--- config.mk ---
export PLATFORM = sky130hd
export DESIGN_NAME = seq_burst_sched
export DESIGN_NICKNAME = d
export VERILOG_FILES = /design/src/rtl/seq_burst_sched.sv
export SDC_FILE = /design/constraint.sdc
export NUM_CORES = 1
export LEC_CHECK = 0
export CAP_MARGIN = 10
export CORE_MARGIN = 3
export CORE_UTILIZATION = 38
export DETAILED_ROUTE_END_ITERATION = 8
export GPL_TIMING_DRIVEN = 0
export PLACE_DENSITY = 0.9
export SETUP_SLACK_MARGIN = 0.2
export SLEW_MARGIN = 0
export SYNTH_ARGS = -nofsm -noshare
export SYNTH_HDL_FRONTEND = slang
export SYNTH_SLANG_ARGS = --single-unit
--- constraint.sdc ---
create_clock -name clk -period 2.8 [get_ports clk]
set_input_delay 0.56 -clock clk [delete_from_list [all_inputs] [get_ports clk]]
set_output_delay 0.56 -clock clk [all_outputs]
set_load 0.03 [all_outputs]
--- src/rtl/seq_burst_sched.sv ---
// Purpose : burst scheduler for the 8-channel sequence generator bank; restarts, single-steps and tags terms.
// Latency : start edge -> one CLEAR cycle -> first beat valid; one term/cycle, one bubble per channel change.
// Backpr. : out_ready low freezes every register and suppresses gen_en, so out_data holds steady.
// Ports   : clk/rst_n; start/abort/mode/sel/len control; busy/done status; gen_clr/gen_en/gen_val to the
//           generator bank; out_valid/out_ready/out_data/out_chan/out_idx/out_last stream to the consumer.
module seq_burst_sched #(
  parameter int W   = 8,
  parameter int NCH = 8
) (
  input  logic             clk,
  input  logic             rst_n,
  input  logic             start,
  input  logic             abort,
  input  logic             mode,
  input  logic [2:0]       sel,
  input  logic [7:0]       len,
  output logic             busy,
  output logic             done,
  output logic [NCH-1:0]   gen_clr,
  output logic [NCH-1:0]   gen_en,
  input  logic [NCH*W-1:0] gen_val,
  output logic             out_valid,
  input  logic             out_ready,
  output logic [W-1:0]     out_data,
  output logic [2:0]       out_chan,
  output logic [7:0]       out_idx,
  output logic             out_last
);

  typedef enum logic [1:0] {S_IDLE, S_CLEAR, S_EMIT, S_DONE} state_t;

  state_t      state_q, state_d;
  logic [2:0]  ch_q, ch_d;
  logic [7:0]  idx_q, idx_d;
  logic        mode_q, mode_d;
  logic [2:0]  sel_q, sel_d;
  logic [7:0]  len_q, len_d;

  logic        emit;
  logic        xfer;
  logic        final_term;
  logic        last_ch;

  assign emit       = (state_q == S_EMIT);
  assign xfer       = emit && out_ready;
  // len_q is never 0 while in EMIT, so the subtraction cannot underflow there.
  assign final_term = (idx_q == (len_q - 8'd1));
  assign last_ch    = !mode_q || (ch_q == 3'(NCH - 1));

  always_ff @(posedge clk or negedge rst_n) begin
    if (!rst_n) begin
      state_q <= S_IDLE;
      ch_q    <= '0;
      idx_q   <= '0;
      mode_q  <= 1'b0;
      sel_q   <= '0;
      len_q   <= '0;
    end else begin
      state_q <= state_d;
      ch_q    <= ch_d;
      idx_q   <= idx_d;
      mode_q  <= mode_d;
      sel_q   <= sel_d;
      len_q   <= len_d;
    end
  end

  always_comb begin
    state_d = state_q;
    ch_d    = ch_q;
    idx_d   = idx_q;
    mode_d  = mode_q;
    sel_d   = sel_q;
    len_d   = len_q;
    case (state_q)
      S_IDLE: begin
        if (start) begin
          mode_d  = mode;
          sel_d   = sel;
          len_d   = len;
          ch_d    = mode ? 3'd0 : sel;
          idx_d   = '0;
          state_d = (len != 8'd0) ? S_CLEAR : S_DONE;
        end
      end
      S_CLEAR: state_d = S_EMIT;
      S_EMIT: begin
        if (out_ready) begin
          if (!final_term) begin
            idx_d = idx_q + 8'd1;
          end else if (last_ch) begin
            state_d = S_DONE;
          end else begin
            ch_d    = ch_q + 3'd1;
            idx_d   = '0;
            state_d = S_CLEAR;
          end
        end
      end
      S_DONE:  state_d = S_IDLE;
      default: state_d = S_IDLE;
    endcase
    // Abort wins over everything; a beat handshaken this cycle has already been consumed.
    if (abort) begin
      state_d = S_IDLE;
    end
  end

  // Status and tag outputs decode only registered state, so they change only on clock edges.
  assign busy      = (state_q != S_IDLE);
  assign done      = (state_q == S_DONE);
  assign out_valid = emit;
  assign out_chan  = ch_q;
  assign out_idx   = idx_q;
  assign out_last  = emit && final_term && last_ch;
  assign gen_clr   = (state_q == S_CLEAR) ? (NCH'(1) << ch_q) : '0;
  // The final term of a channel is not stepped: the generator is reloaded before reuse anyway.
  assign gen_en    = (xfer && !final_term) ? (NCH'(1) << ch_q) : '0;
  assign out_data  = gen_val[ch_q*W +: W];

endmodule
### Signal metal coverage by tile

The die is cut into 16 by 16 equal tiles; white is low, dark blue is high, scaled to the fullest tile. Values are wire area over tile area, all layers added.
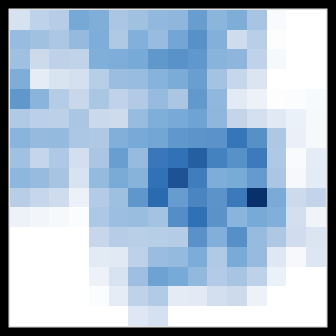
fullest tile: 0.72
nearly empty tiles: 19%
mean over tiles: 0.21
densest ninth of the die: centre
emptiest ninth of the die: south-west
tiles over half the peak: 16%

### Zoomed window

The bar under the picture is 5 µm long. Region (49, 49) to (69, 69) µm. Cells in grey, sequential cells in the stronger grey; small squares are vias.
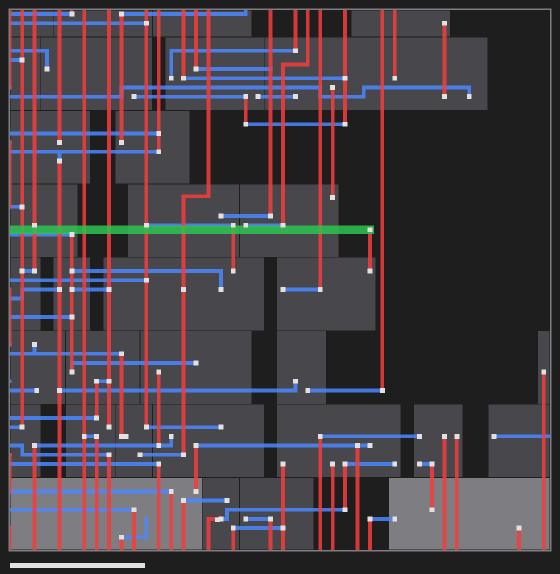
[met3] green
[met1] blue
[met2] red
cells with their middle in the window: 25
netlist names of flops here include: out_idx (2)
sequential cells in the window: 2
most frequent: buf_6 (4)

==> flow_metrics.tcl <==
# implementation run metrics
set metrics [dict create \
    status "finished, violations left" \
    failed_checks "negative setup slack" \
    cts_buffers 3 \
    syn2layout_area_growth_pct 81.1 \
    wl_um 8270 \
    netlist_instances 222 \
    comb_area_share_pct 40.6 \
    drtIter0Drc 174 \
    yosys.area.top_type_share_pct 27.0 \
    grt_max_degree 23 \
    io_buffer_count 119 \
    max_freq_ghz 0.351 \
    avgSynthCellArea_um2 9.18 \
    buffer_area_share_pct 38.3 \
    setup_viol 7 \
    synthArstFlopShare_pct 100 \
    ys_cells 222 \
    fp.coreArea_um2 5140 \
    max-vdd-ir-drop_v 0.000380 \
    drive_gt1_share_pct 29.7 \
    synth_area_um2 2040 \
    tap_cells 70 \
    track_usage_pct 25.2 \
    dominant_cells "logic gates" \
    grt_pass1_wl_um 12400 \
    rsz0062_at_grt "true" \
    wire_per_inst_um 18.9 \
    final_util_pct 71.8 \
    clock_buffers 3 \
    fp_nets 311 \
    warnings 33 \
    cp_max_fo 5 \
    flops 22 \
    sh_seq_area_pct 15.0 \
    fill_cells 378 \
    yosysChipArea_um2 2040 \
    dieArea_um2 6280 \
    clock_latency_ns 0.27 \
    synth_cell_types 48 \
    ys_warn_count 0 \
    most-common-layout-cells "clkdlybuf4s50_1, nand2_1, buf_4" \
    fp.dieW_um 79.2 \
    antennaDiodeCount 0 \
    route.vias.total 2489 \
    postRouteAntennaNets 0 \
    synth_flops 22 \
    dpl_worst_slack_ns -0.664 \
    cts-htree-levels 1 \
    ys.flop_type "dfrtp_1" \
    period_needed_ns 2.85 \
    mostFrequentLayoutCell "clkdlybuf4s50_1" \
    antenna_found_initial 0 \
    worst_pin_slew_ns 0.996 \
    tns_ns -0.187 \
    clkTransAtPathRegs_ns 0.09 \
    clk_share_pct 1.93 \
    seqCellArea_um2 554 \
    relSlewSlack_pct 33.4 \
    hold_path_class "reg2reg" \
    grt_pass1_vias 2526 \
    setup_ws_ns -0.0495 \
    fin_skew_ns 0.00572 \
    grt_overflow_total 0 \
    synth-edff-count 0 \
    ioPinCount 120 \
    netlist_top_cells_count "nand2_1, dfrtp_1, inv_1" \
    nets 457 \
    fin_area_um2 3690 \
    required_ns 2.24 \
]
### Routed metal, one colour a layer

The bar under the picture is 20 µm long. Only two layers are drawn.
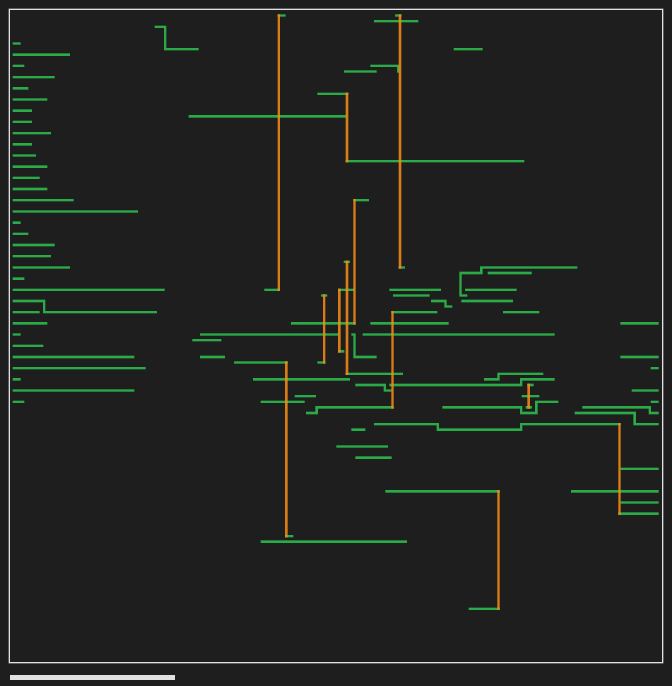
[met4] orange | wire length: 177 µm
[met3] green | wire length: 608 µm

## sequential cells by signal (all words and copies together) (netlist names)
register  flops
len_q         8
mode_q        1
out_chan      3
out_idx       8
state_q       2
## timing repair
item | 4_1_cts | 5_1_grt
gates cloned | 1 | 0
gates resized | 111 | 39
buffers inserted | 16 | 5
setup endpoints to repair | 26 | 25
pin swaps | 9 | 6
endpoints found under the hold margin | 0 | 0
## cell families after synthesis
logic type | share of synthesized area (%)
XOR/XNOR | 3.38
buffers and inverters | 5.96
multiplexers | 22.0
AND-OR/OR-AND | 15.0
flip-flops | 27.0
AND/OR/NAND/NOR | 21.7
adder cells (fa/ha/maj) | 4.91
## final timing paths
path	start	end	slack [ns]	depth (start not counted)
worst min register to register	mode_q	mode_q	0.52	1
worst min-delay path	mode_q	mode_q	0.52	1
max in group asynchronous	rst_n	len_q[0]	1.29	1
min in group asynchronous	rst_n	out_idx[6]	0.83	1
worst max register to register	out_chan[0]	out_idx[6]	0.36	9
worst max-delay path	out_idx[7]	gen_en[3]	-0.05	8
## worst max-delay path: stages (launching register included)
cell      delay, ns
dfrtp_1        0.47
xor2_4         0.24
a221o_2        0.18
o311ai_4       0.12
o211ai_1       0.31
nand3_2        0.18
buf_6          0.18
nor2_1         0.14
buf_4          0.19
## per-layer routing
| layer | wire, µm | up-vias | GRT usage [%] |
|---|---|---|---|
| li1 | - | 1101 | - |
| met1 | 3010 | 1226 | 29.2 |
| met2 | 4470 | 138 | 44.8 |
| met3 | 608 | 24 | 6.24 |
| met4 | 176 | 0 | 8.93 |
| met5 | 0 | - | 0 |
## report_power, final
part,leakage [nW],internal [W],total (W),switching (W)
logic,1.26,0.000725,0.00154,0.000810
registers,0.279,0.000376,0.000474,0.0000982
clock network,0.0357,0.000191,0.000301,0.000110
total,1.58,0.00129,0.00231,0.00102
No activity file was given, so power comes from the tool's default toggle rates.
